===== config.mk =====
export PLATFORM = sky130hd
export DESIGN_NAME = rc4_decrypt_fsm_flat
export DESIGN_NICKNAME = d
export VERILOG_FILES = /design/src/rtl/rc4_decrypt_fsm_if.sv /design/src/rtl/rc4_decrypt_fsm.sv /design/src/flat_wrapper.sv
export SDC_FILE = /design/constraint.sdc
export NUM_CORES = 1
export LEC_CHECK = 0
export CORE_AREA = 4 4 104 106
export DETAILED_ROUTE_END_ITERATION = 8
export DIE_AREA = 0 0 108 110
export PLACE_DENSITY_LB_ADDON = 0.2
export SETUP_SLACK_MARGIN = 0.05
export SYNTH_ARGS = -nofsm -noshare
export SYNTH_HDL_FRONTEND = slang
export SYNTH_SLANG_ARGS = --single-unit

===== constraint.sdc =====
create_clock -name clock -period 1.9 [get_ports clock]
set_input_delay 0.19 -clock clock [delete_from_list [all_inputs] [get_ports clock]]
set_output_delay 0.19 -clock clock [all_outputs]
set_load 0.005 [all_outputs]

===== src/rtl/rc4_decrypt_fsm_if.sv =====
// Bus bundle between the RC4 PRGA/decrypt FSM and its s_RAM, encrypted ROM and decrypted RAM.
// Handshake: start is a request sampled only while the FSM is idle; finish is a one-cycle completion pulse.
interface rc4_decrypt_fsm_if #(
   parameter int MSG_AW = 5
);
   logic              start;
   logic              finish;
   logic              valid;
   logic [7:0]        s_address;
   logic [7:0]        s_data;
   logic              s_wren;
   logic [7:0]        s_q;
   logic [MSG_AW-1:0] e_address;
   logic [7:0]        e_q;
   logic [MSG_AW-1:0] d_address;
   logic [7:0]        d_data;
   logic              d_wren;
   logic [3:0]        fsm_state;

   modport master (
      input  start, s_q, e_q,
      output finish, valid, s_address, s_data, s_wren,
             e_address, d_address, d_data, d_wren, fsm_state
   );

   modport slave (
      output start, s_q, e_q,
      input  finish, valid, s_address, s_data, s_wren,
             e_address, d_address, d_data, d_wren, fsm_state
   );
endinterface


===== src/rtl/rc4_decrypt_fsm.sv =====
// RC4 keystream generation over a KSA-scrambled s_RAM, XOR with the encrypted ROM into the
// decrypted RAM, tracking whether every plaintext byte is a lowercase letter or space.
module rc4_decrypt_fsm #(
   parameter int MSG_LEN          = 32,
   parameter int MSG_AW           = 5,
   parameter int ABORT_ON_INVALID = 1
) (
   input  logic             clock,
   input  logic             reset,
   rc4_decrypt_fsm_if.master bus
);

   typedef enum logic [3:0] {
      IDLE, INIT, INC_I, RD_SI_A, RD_SI_L, CALC_J, RD_SJ_A, RD_SJ_L,
      WR_I, WR_J, RD_F_A, RD_F_L, WR_D, CHK, DONE
   } state_t;

   localparam logic [MSG_AW-1:0] K_LAST = MSG_AW'(MSG_LEN - 1);

   state_t            state, next;
   logic [7:0]        i, j, si, sj, f, ek;
   logic [MSG_AW-1:0] k;
   logic              valid_q;
   logic [7:0]        s_addr_q, s_data_q, d_data_q;
   logic [MSG_AW-1:0] e_addr_q, d_addr_q;

   logic [7:0] plain;
   logic [7:0] f_addr;
   logic       printable;
   logic       stop_run;

   assign plain     = f ^ ek;
   assign f_addr    = si + sj;
   assign printable = (plain == 8'h20) || ((plain >= 8'h61) && (plain <= 8'h7A));
   assign stop_run  = (k == K_LAST) || ((ABORT_ON_INVALID != 0) && !valid_q);

   assign bus.valid     = valid_q;
   assign bus.fsm_state = state;

   // Memory buses keep their last value outside the states that use them.
   always_comb begin
      next          = state;
      bus.finish    = 1'b0;
      bus.s_address = s_addr_q;
      bus.s_data    = s_data_q;
      bus.s_wren    = 1'b0;
      bus.e_address = e_addr_q;
      bus.d_address = d_addr_q;
      bus.d_data    = d_data_q;
      bus.d_wren    = 1'b0;
      case (state)
         IDLE:    if (bus.start) next = INIT;
         INIT:    next = INC_I;
         INC_I:   next = RD_SI_A;
         RD_SI_A: begin bus.s_address = i; next = RD_SI_L; end
         RD_SI_L: begin bus.s_address = i; next = CALC_J; end
         CALC_J:  next = RD_SJ_A;
         RD_SJ_A: begin bus.s_address = j; next = RD_SJ_L; end
         RD_SJ_L: begin bus.s_address = j; next = WR_I; end
         WR_I: begin
            bus.s_address = i;
            bus.s_data    = sj;
            bus.s_wren    = 1'b1;
            next          = WR_J;
         end
         WR_J: begin
            bus.s_address = j;
            bus.s_data    = si;
            bus.s_wren    = 1'b1;
            next          = RD_F_A;
         end
         RD_F_A: begin
            bus.s_address = f_addr;
            bus.e_address = k;
            next          = RD_F_L;
         end
         RD_F_L: begin
            bus.s_address = f_addr;
            bus.e_address = k;
            next          = WR_D;
         end
         WR_D: begin
            bus.d_address = k;
            bus.d_data    = plain;
            bus.d_wren    = 1'b1;
            next          = CHK;
         end
         CHK:     next = stop_run ? DONE : INC_I;
         DONE:    begin bus.finish = 1'b1; next = IDLE; end
         default: next = IDLE;
      endcase
   end

   always_ff @(posedge clock) begin
      if (reset) begin
         state    <= IDLE;
         i        <= 8'h00;
         j        <= 8'h00;
         k        <= '0;
         si       <= 8'h00;
         sj       <= 8'h00;
         f        <= 8'h00;
         ek       <= 8'h00;
         valid_q  <= 1'b0;
         s_addr_q <= 8'h00;
         s_data_q <= 8'h00;
         d_data_q <= 8'h00;
         e_addr_q <= '0;
         d_addr_q <= '0;
      end else begin
         state    <= next;
         s_addr_q <= bus.s_address;
         s_data_q <= bus.s_data;
         d_data_q <= bus.d_data;
         e_addr_q <= bus.e_address;
         d_addr_q <= bus.d_address;
         case (state)
            INIT: begin
               i       <= 8'h00;
               j       <= 8'h00;
               k       <= '0;
               valid_q <= 1'b1;
            end
            INC_I:   i  <= i + 8'h01;
            RD_SI_L: si <= bus.s_q;
            CALC_J:  j  <= j + si;
            RD_SJ_L: sj <= bus.s_q;
            RD_F_L: begin
               f  <= bus.s_q;
               ek <= bus.e_q;
            end
            WR_D:    if (!printable) valid_q <= 1'b0;
            CHK:     if (!stop_run) k <= k + 1'b1;
            default: ;
         endcase
      end
   end

endmodule

===== src/flat_wrapper.sv =====
// flat-port wrapper written by rule: the top's interface ports become plain ports
module rc4_decrypt_fsm_flat 
#(
   parameter int MSG_LEN          = 32,
   parameter int MSG_AW           = 5,
   parameter int ABORT_ON_INVALID = 1
)
  (clock, reset, bus_start, bus_s_q, bus_e_q, bus_finish, bus_valid, bus_s_address, bus_s_data, bus_s_wren, bus_e_address, bus_d_address, bus_d_data, bus_d_wren, bus_fsm_state);
  rc4_decrypt_fsm_if #(.MSG_AW(MSG_AW)) bus_i ();
  input  logic clock;
  input  logic reset;
  input wire logic [$bits(bus_i.start)-1:0] bus_start;
  input wire logic [$bits(bus_i.s_q)-1:0] bus_s_q;
  input wire logic [$bits(bus_i.e_q)-1:0] bus_e_q;
  output wire logic [$bits(bus_i.finish)-1:0] bus_finish;
  output wire logic [$bits(bus_i.valid)-1:0] bus_valid;
  output wire logic [$bits(bus_i.s_address)-1:0] bus_s_address;
  output wire logic [$bits(bus_i.s_data)-1:0] bus_s_data;
  output wire logic [$bits(bus_i.s_wren)-1:0] bus_s_wren;
  output wire logic [$bits(bus_i.e_address)-1:0] bus_e_address;
  output wire logic [$bits(bus_i.d_address)-1:0] bus_d_address;
  output wire logic [$bits(bus_i.d_data)-1:0] bus_d_data;
  output wire logic [$bits(bus_i.d_wren)-1:0] bus_d_wren;
  output wire logic [$bits(bus_i.fsm_state)-1:0] bus_fsm_state;
  assign bus_i.start = bus_start;
  assign bus_i.s_q = bus_s_q;
  assign bus_i.e_q = bus_e_q;
  assign bus_finish = bus_i.finish;
  assign bus_valid = bus_i.valid;
  assign bus_s_address = bus_i.s_address;
  assign bus_s_data = bus_i.s_data;
  assign bus_s_wren = bus_i.s_wren;
  assign bus_e_address = bus_i.e_address;
  assign bus_d_address = bus_i.d_address;
  assign bus_d_data = bus_i.d_data;
  assign bus_d_wren = bus_i.d_wren;
  assign bus_fsm_state = bus_i.fsm_state;
  rc4_decrypt_fsm #(.MSG_LEN(MSG_LEN), .MSG_AW(MSG_AW), .ABORT_ON_INVALID(ABORT_ON_INVALID)) u_core (.clock(clock), .reset(reset), .bus(bus_i));
endmodule

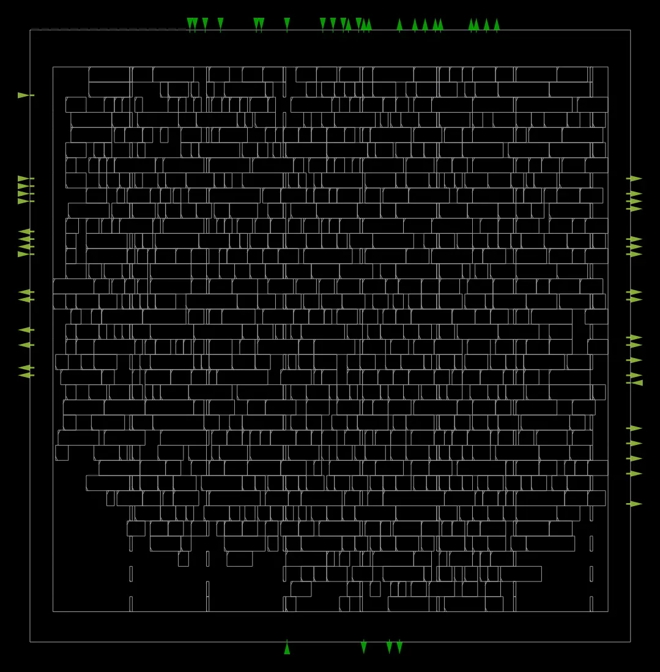
Run 1: cell placement
Non-Filler Instances: 920
number of well taps: 133

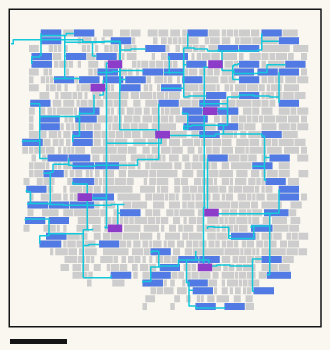
Run 1: clock network drawn from the DEF
Scale bar: 20 um.
[blue] flip-flops | count: 92
[cyan] clock wires | length: 1190 um
[purple] clock drivers | count: 9
routed clock nets: 10

==> results.py, run 1 <==
# Synthesis and PnR figures
metrics = {
    "synthesis": {
        "synth_top_area_share_pct": 38.2,
        "top_area_cell": "dfxtp_1",
        "fp_nets": 616,
        "edf_count": 0,
        "yosys_cells": 578,
        "adder_share_pct": 5.25,
        "topCellsByArea": "dfxtp_1 (38%), a21oi_1 (7.2%), nand2_1 (6.2%)",
        "ys.flop_type": "dfxtp_1",
        "synth_cell_type_count": 71,
        "ys_top_logic_family": "simple AND/OR/NAND/NOR gates",
        "synth_seq_share_pct": 38.2,
        "ys_seq_elements": 92,
        "xor_share_pct": 2.73,
    },
    "floorplanning": {
        "coreArea_um2": 9770,
        "chip_area_um2": 11900,
        "num_rows": 36,
        "io_pins": 61,
    },
    "sta": {
        "relSlewSlack_pct": 44.7,
        "rsz0062_at_grt": "true",
        "hold_violations": 0,
        "tightest_slew_ns": 0.824,
        "fin_crit_ns": 2.42,
        "clock_skew_ns": 0.0146,
        "setup-tns-final_ns": -10.37,
        "worst_slack_ns": -0.515,
        "setup_viol": 54,
        "fmax_ghz": 0.414,
        "maxSlewViolCount": 0,
    },
    "global_route": {
        "grt_max_degree": 28,
        "gr-usage-all-layers_pct": 28.0,
        "gr-usage-met2_pct": 49.0,
        "grt_pass1_wl_mm": 26.1,
        "antenna_found_initial": 0,
        "gr-max-usage-layer": "met2",
    },
    "clocking": {
        "postCtsResizedCells": 286,
        "insertion_delay_ns": 0.37,
        "cts_max_level": 3,
        "clockBufferDepth": 2,
        "numCtsBuffers": 9,
        "clock-sinks": 92,
    },
    "outcome": {
        "outcome": "complete, but fails checks",
        "violations": "setup timing",
    },
    "critical_path": {
        "required_ns": 1.71,
        "critPathArrivalTime_ns": 2.23,
        "worstPathMaxFanout": 2,
        "cp_num_buf_inv": 3,
        "slowest_stage": "dfxtp_4",
        "max_stage_delay_ns": 0.38,
        "path_class": "reg2out",
        "cp-start-kind": "flop",
        "worstSetupEndpointType": "primary output",
        "cpLargestDelayFamily": "AND-OR/OR-AND gates",
        "path_cells": "ha_4 > inv_2 > fa_2 > nor2b_4 > buf_4 > o21ai_2 > a211oi_2 > o22a_1 > buf_2",
    },
    "run": {
        "warning_count": 28,
    },
    "detailed_routing": {
        "route.met2.wl_mm": 9.22,
        "postRouteAntennaNets": 0,
        "wl_per_cell_um": 20.5,
        "drt_iter0_drc": 414,
        "wl_met3_mm": 1.32,
        "drt-met1-wl_mm": 7.24,
        "drt_pass1_iterations": 5,
        "drc": 0,
        "vias_per_cell": 5.95,
        "dr.max_layer_used": "met4",
    },
    "power": {
        "pwr-share-comb_pct": 18.1,
        "p_seq_mw": 1.98,
        "p_sw_share_pct": 28.6,
        "pg_comb_uw": 757,
        "internal_power_mw": 2.98,
        "p_clk_share_pct": 34.5,
        "pwr-share-seq_pct": 47.4,
        "ir_worst_vdd_mv": 0.353,
        "pg_clk_mw": 1.44,
    },
    "cells_and_area": {
        "drive_above_1_share_pct": 44.7,
        "fillers": 605,
        "final_util_pct": 78.5,
        "final_cell_mix": "buf_4 (106), dfxtp_1 (80), nand2_1 (79)",
        "n_antenna_cell": 0,
    },
    "hold_path": {
        "hold_class": "in2reg",
    },
    "place": {
        "gp_congestion": 0.932,
    },
}
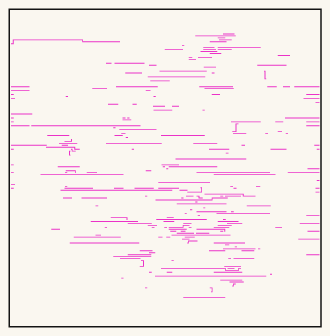
Run 1: metal 3
main direction: horizontal
nets with wire on the layer: 153
wire length on this layer: 1320 um
drt total wl: 18.8 mm
DR vias: 5474
GR Layer Usage met3: 3.15%

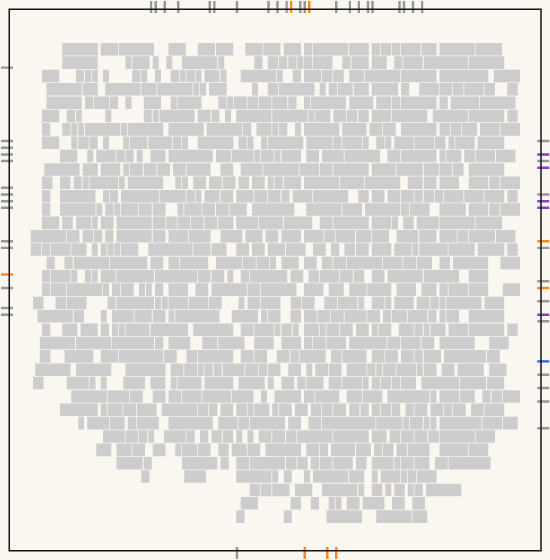
Run 1: pin placement
Pins as bars across the die edge, other pins in gray.
[blue] bus_finish | pins: 1 | direction: output | edge: right
[orange] bus_s_address | pins: 8 | direction: output | edge: 3 bottom, 2 top, 2 right, 1 left
[purple] bus_e_address | pins: 5 | direction: output | edge: right
# port buffers: 60
Die H: 110 um
Die X: 108 um

## run 1: stage by stage
| step | instance area [um2] | worst slack [ns] | cells |
|---|---|---|---|
| after global placement | 6200 | -0.527 | 840 |
| after CTS | 7140 | -0.571 | 898 |
| after floorplan | 4820 | 0.0614 | 578 |
| after detailed placement | 6200 | -0.616 | 840 |
| final | 7670 | -0.515 | 920 |
| after global routing | 7670 | -0.581 | 920 |
## run 1: sequential cells by signal, indices dropped and copies added, names as in the netlist
register and cells:
u_core.s_addr_q 8, u_core.ek 8, u_core.bus.fsm_state 4, u_core.j 8, u_core.sj 8, u_core.s_data_q 8
u_core.f 8, u_core.e_addr_q 5, u_core.bus.valid 1, u_core.d_data_q 8, u_core.si 8, u_core.k 5
u_core.i 8, u_core.d_addr_q 5
## run 1: layout make-up
cell class | count | area [um2] | share of cell area [%]
Clock inverter | 5 | 67.6 | 0.881
Timing Repair Buffer | 221 | 1960 | 25.6
Multi-Input combinational cell | 450 | 3420 | 44.7
Clock buffer | 11 | 141 | 1.84
Tap cell | 133 | 166 | 2.17
Sequential cell | 92 | 1870 | 24.4
Inverter | 8 | 35.0 | 0.457
## run 1: worst reg2reg max path, cell delays in order, from the launching register on
cell     delay, ns
dfxtp_2       0.35
buf_6         0.12
buf_6         0.11
buf_6         0.11
buf_6         0.11
or2b_1        0.26
buf_6         0.14
buf_6         0.12
buf_8         0.13
nor2_4        0.15
nand3_2       0.12
xor2_1        0.18
nor3_1        0.17
## run 1: path summary, 6_finish.rpt
path                            to  slack [ns]  cells past startpoint               startpoint
setup / recovery  bus_s_address[4]       -0.52                      9             u_core.si[0]
hold / removal         u_core.i[7]        0.15                      2                    reset
setup reg to reg       u_core.k[2]       -0.25                     12  u_core.bus.fsm_state[1]
hold reg to reg        u_core.f[0]        0.47                      2              u_core.f[0]
==> run 2, diff against run 1 <==
--- a/config.mk
+++ b/config.mk
@@ -5,9 +5,10 @@
 export SDC_FILE = /design/constraint.sdc
 export NUM_CORES = 1
 export LEC_CHECK = 0
-export CORE_AREA = 4 4 104 106
+export ABC_AREA = 1
+export CORE_AREA = 4 4 102 104
 export DETAILED_ROUTE_END_ITERATION = 8
-export DIE_AREA = 0 0 108 110
+export DIE_AREA = 0 0 106 108
 export PLACE_DENSITY_LB_ADDON = 0.2
 export SETUP_SLACK_MARGIN = 0.05
 export SYNTH_ARGS = -nofsm -noshare
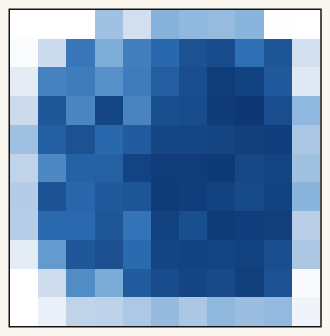
Run 2: placement density heat map
11 x 11 tiles, from white (low) to dark blue (high), 0 to 100% covered.
nearly empty tiles: 5.8%
tiles over 75% full: 53%
mean over tiles: 63%

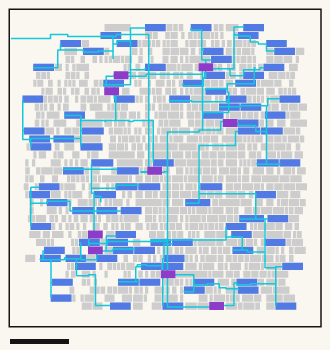
Run 2: clock network drawn from the DEF
Scale bar: 20 um.
[purple] clock drivers | count: 9
[blue] flip-flops | count: 92
[cyan] clock wires | length: 1240 um
flops lie: all over the die
routed clock nets: 10
skew final: 0.0281 ns
clk latency late pin: 0.39 ns
clk pwr: 1.35 mW

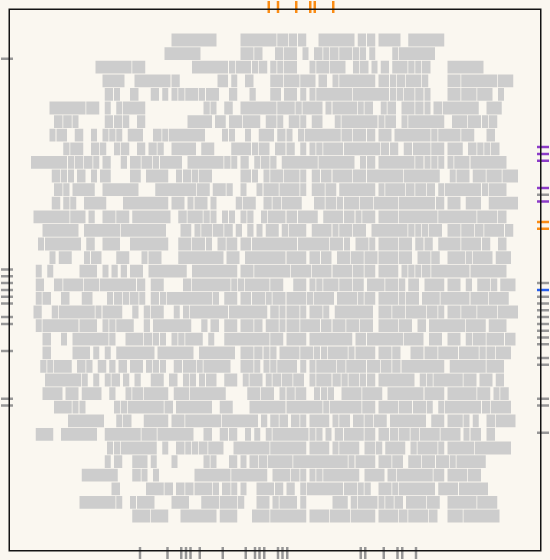
Run 2: pin placement
Pins as bars across the die edge, other pins in gray.
[purple] bus_e_address | pins: 5 | direction: output | edge: right
[blue] bus_finish | pins: 1 | direction: output | edge: right
[orange] bus_s_address | pins: 8 | direction: output | edge: 6 top, 2 right
all pins by edge: 23 right, 20 bottom, 12 left, 6 top
Die H: 108 um
Die X: 106 um

==> run 2 against run 1 <==
  * The run still ends with setup timing left
  * Fmax up 7.5%
  * Sequential power hardly changed
  * Non-clock buffer count decreased by 8
  * Die size decreased by 3.6%
  * Global-route usage down 0.77 points
  * Sequential cell count stayed put
  * Via count increased by 1.8%
==> results.py, run 2 <==
# Synthesis and PnR figures
metrics = {
    "power": {
        "p_leak_nw": 3.60,
        "pwr-share-seq_pct": 49.3,
        "ir_worst_vdd_mv": 0.450,
        "p_sw_share_pct": 28.1,
    },
    "sta": {
        "maxSlewViolCount": 0,
        "worst_slack_ns": -0.347,
        "fin_crit_ns": 2.25,
        "setup-tns-final_ns": -6.69,
        "relSlewSlack_pct": 55.8,
        "tightest_slew_ns": 0.658,
        "setup_viol": 38,
        "hold_violations": 0,
        "rsz0062_at_grt": "true",
        "fmax_ghz": 0.445,
    },
    "place": {
        "dp.cells": 917,
        "dp_slack_ns": -0.328,
        "gp_congestion": 0.918,
        "io_buffers": 60,
    },
    "outcome": {
        "violations": "setup timing",
        "outcome": "complete, but fails checks",
    },
    "detailed_routing": {
        "route.met2.wl_mm": 8.63,
        "postRouteAntennaNets": 0,
        "vias_per_cell": 5.43,
        "wl_per_cell_um": 17.0,
        "drt_pass1_iterations": 5,
        "vias": 5573,
        "drt_iter0_drc": 361,
        "wirelength_mm": 17.4,
        "dr.max_layer_used": "met4",
        "drc": 0,
        "wl_met3_mm": 1.11,
    },
    "synthesis": {
        "synth_top_area_share_pct": 39.4,
        "ys.flop_type": "dfxtp_1",
        "synth_seq_share_pct": 39.4,
        "yosys_cells": 679,
        "top_area_cell": "dfxtp_1",
        "edf_count": 0,
    },
    "critical_path": {
        "cp_num_buf_inv": 10,
        "worstPathMaxFanout": 5,
        "r2r_slack_ns": -0.35,
        "max_stage_delay_ns": 0.40,
        "cpLargestDelayFamily": "buffers and inverters",
        "reg2reg_from": "u_core.bus.fsm_state[1]",
        "path_class": "reg2reg",
        "path_cells": "buf_6 > buf_6 > nand3_4 > buf_6 > nand2_2 > nor2_4 > buf_6 > nor2_4 > nand2_2 > nand2_4 > buf_4 > buf_4 > buf_4 > buf_4 > buf_4 > buf_4 > nor2_2",
        "startpoint": "u_core.bus.fsm_state[1]",
        "critPathArrivalTime_ns": 2.56,
        "cp-start-kind": "flop",
        "slowest_stage": "dfxtp_4",
        "worstSetupEndpointType": "flop",
        "critPathMostFrequentCell": "buf_4",
        "required_ns": 2.21,
    },
    "cells_and_area": {
        "fillers": 616,
        "final_cell_mix": "nand2_1 (115), buf_4 (102), dfxtp_1 (78)",
        "n_antenna_cell": 0,
        "layout.cells.non_filler": 1026,
        "regArea_um2": 1860,
        "comb_area_um2": 3000,
        "design_area_um2": 7400,
    },
    "floorplanning": {
        "io_pins": 61,
        "coreArea_um2": 9550,
        "num_rows": 36,
        "chip_area_um2": 11400,
    },
    "clocking": {
        "numCtsBuffers": 9,
        "clockBufferDepth": 2,
        "cts_max_level": 3,
        "clock-sinks": 92,
    },
    "global_route": {
        "gr-usage-all-layers_pct": 27.3,
        "use_met3_pct": 5.31,
        "gr-usage-met2_pct": 46.9,
        "gr-total-overflow": 0,
        "grt_pass1_wl_mm": 25.1,
        "gr-max-usage-layer": "met2",
        "grt_max_degree": 47,
    },
    "hold_path": {
        "hold_class": "in2reg",
        "min_from": "bus_e_q[5]",
    },
    "run": {
        "warning_count": 28,
    },
}
## run 2: netlist changes by cell type after synthesis, moves of 8 or more
cell,previous run,this run
a22oi_1,10,0
buf_2,12,4
o22ai_1,10,0
inv_2,1,10
a21oi_1,69,54
or2_2,1,14
nand3_1,13,33
nor2_1,52,88
o21ai_0,19,54
and2_1,29,0
inv_1,7,82
mux2i_1,11,0
nand2_1,80,149
nor2b_1,9,0
## run 2: final timing paths
| check | to | cells after the start |
|---|---|---|
| worst max register to register | u_core.s_addr_q[7] | 17 |
| worst min register to register | u_core.f[0] | 2 |
| worst max-delay path | u_core.s_addr_q[7] | 17 |
| worst min-delay path | u_core.ek[5] | 3 |
## run 2: timing repair
item | 4_1_cts | 5_1_grt
gates resized | 267 | 123
setup endpoints to repair | 37 | 50
pin swaps | 43 | 33
cloned | 2 | 1
setup buffers | 76 | 34
## run 2: cell families (layout without fill, tap and decap cells)
kind of cell    after synthesis  count (layout)  share of synthesized area [%]
compound gates              129             129                           14.9
flops                        92              92                           39.4
buf+inv                     109             322                           9.02
simple gates                324             325                           30.2
fa+ha+maj                    19              19                           5.41
xor+xnor                      6               6                           1.12
## run 2: final cells by class
type	instances	share of cell area, %
Multi-Input combinational cell	479	40.5
Sequential cell	92	25.2
Clock inverter	4	0.676
Inverter	93	4.89
Tap cell	133	2.25
Timing Repair Buffer	213	24.7
Clock buffer	12	1.83
## run 2: power by group through the flow
stage / clock network, mW / logic (mW) / registers (mW)
floorplan: 0 / 0.230 / 2.03
CTS: 1.32 / 0.632 / 2.00
detailed placement: 0 / 0.448 / 2.04
global placement: 0 / 0.438 / 2.04
global route: 1.43 / 0.773 / 2.02
finish: 1.35 / 0.730 / 2.01
==> run 3, diff against run 2 <==
--- a/config.mk
+++ b/config.mk
@@ -6,6 +6,7 @@
 export NUM_CORES = 1
 export LEC_CHECK = 0
 export ABC_AREA = 1
+export CAP_MARGIN = 20
 export CORE_AREA = 4 4 102 104
 export DETAILED_ROUTE_END_ITERATION = 8
 export DIE_AREA = 0 0 106 108
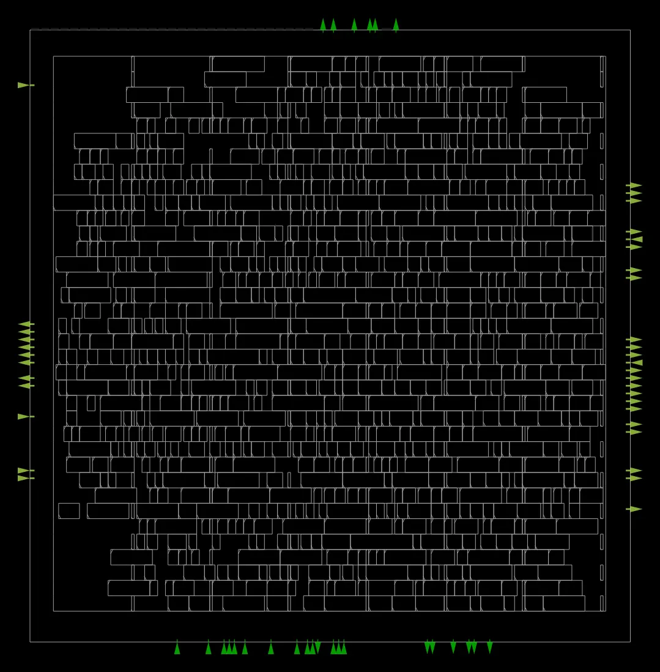
Run 3: cell placement
number of fill cells: 616
flop count: 92

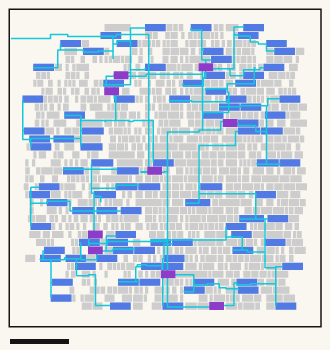
Run 3: clock network drawn from the DEF
Scale bar: 20 um.
Clk pwr share: 32.9%

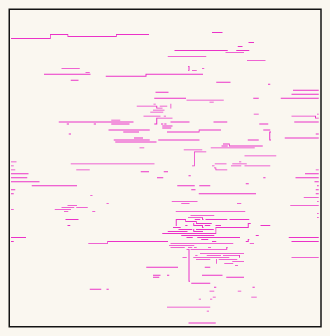
Run 3: metal 3
main direction: horizontal
nets with wire on the layer: 145
share of all routed wire: 6.4%
wire length on this layer: 1110 um
longest straight run: 28.3 um
DR vias: 5573
GR Layer Usage met3: 5.31%

==> run 3 against run 2 <==
  * The flow still finishes with violations (setup timing)
  * Fmax did not move
  * Area after synthesis did not move
  * Design area did not move
  * Power did not move
  * Core utilization did not move
  * Critical path type unchanged
  * Synthesized cell count did not move
  * Clock power barely moved
  * Non-clock buffer count did not move
==> results.py, run 3 <==
# Synthesis and PnR figures
metrics = {
    "clocking": {
        "clock-sinks": 92,
        "postCtsResizedCells": 267,
        "insertion_delay_ns": 0.39,
        "cts_max_level": 3,
        "clockBufferDepth": 2,
    },
    "detailed_routing": {
        "wl_per_cell_um": 17.0,
        "drt_iter0_drc": 361,
        "wirelength_mm": 17.4,
        "route.met2.wl_mm": 8.63,
    },
    "sta": {
        "maxSlewViolCount": 0,
        "setup_viol": 38,
        "clock_skew_ns": 0.0281,
        "tightest_slew_ns": 0.658,
        "worst_slack_ns": -0.347,
    },
    "cells_and_area": {
        "n_antenna_cell": 0,
        "final_cell_mix": "nand2_1 (115), buf_4 (102), dfxtp_1 (78)",
    },
    "global_route": {
        "grt_pass1_wl_mm": 25.1,
        "gr-usage-met2_pct": 46.9,
    },
    "critical_path": {
        "ff2ff_path_depth": 17,
        "critPathArrivalTime_ns": 2.56,
        "required_ns": 2.21,
        "path_cells": "buf_6 > buf_6 > nand3_4 > buf_6 > nand2_2 > nor2_4 > buf_6 > nor2_4 > nand2_2 > nand2_4 > buf_4 > buf_4 > buf_4 > buf_4 > buf_4 > buf_4 > nor2_2",
        "worstSetupEndpointType": "flop",
        "path_class": "reg2reg",
        "critPathMostFrequentCell": "buf_4",
        "r2r_end": "u_core.s_addr_q[7]",
    },
    "synthesis": {
        "synth_seq_share_pct": 39.4,
        "yosys_cells": 679,
    },
    "outcome": {
        "outcome": "complete, but fails checks",
        "violations": "setup timing",
    },
    "power": {
        "pwr-share-seq_pct": 49.3,
        "p_sw_share_pct": 28.1,
    },
    "place": {
        "dp.cells": 917,
        "dp_slack_ns": -0.328,
    },
    "hold_path": {
        "hold_path_depth": 3,
        "hold_end": "u_core.ek[5]",
    },
    "floorplanning": {
        "die_w_um": 106,
        "num_rows": 36,
        "coreArea_um2": 9550,
        "io_pins": 61,
    },
    "run": {
        "warning_count": 28,
    },
}
## run 3: cell counts after synthesis
Identical to the previous run, type by type.
## run 3: cell families (layout without fill, tap and decap cells)
| group | after synthesis | after routing | synth area share (%) |
|---|---|---|---|
| xor gates and xnor gates | 6 | 6 | 1.12 |
| DFF | 92 | 92 | 39.4 |
| buffers and inverters | 109 | 322 | 9.02 |
| adders and majority gates | 19 | 19 | 5.41 |
| AOI/OAI and AO/OA | 129 | 129 | 14.9 |
| and+or+nand+nor | 324 | 325 | 30.2 |
## run 3: how the worst max path moves through the flow
stage,start,end,slack (ns),cells past startpoint
final,u_core.bus.fsm_state[1],u_core.s_addr_q[7],-0.35,17
after global routing,u_core.bus.fsm_state[0],u_core.s_addr_q[7],-0.41,17
after CTS,u_core.si[0],bus_s_address[4],-0.28,12
after detailed placement,u_core.sj[0],bus_s_address[4],-0.33,12
after global placement,u_core.sj[0],bus_s_address[4],-0.30,12
after floorplan,u_core.si[0],bus_s_address[4],0.18,11
## run 3: cell type report
class / instances / area (um2)
inverter: 93 / 362
multi-input combinational: 479 / 3000
sequential: 92 / 1860
clock inverter: 4 / 50.0
clock buffer: 12 / 135
timing repair buffer: 213 / 1830
fill: 616 / 2150
tap: 133 / 166
## run 3: critical path: cells and delay by family (launching register included)
kind / cells / cell delay (ns)
buffers and inverters: 10 / 1.21
flip-flops: 1 / 0.40
AND/OR/NAND/NOR: 7 / 0.55
## run 3: power groups by stage
stage	clock, mW	combinational [mW]	sequential (mW)
2_1_floorplan	0	0.230	2.03
3_3_place_gp	0	0.438	2.04
3_5_place_dp	0	0.448	2.04
4_1_cts	1.32	0.632	2.00
5_1_grt	1.43	0.773	2.02
6_report	1.35	0.730	2.01
Power figures rest on the tool's default switching activity, not on a simulated workload.
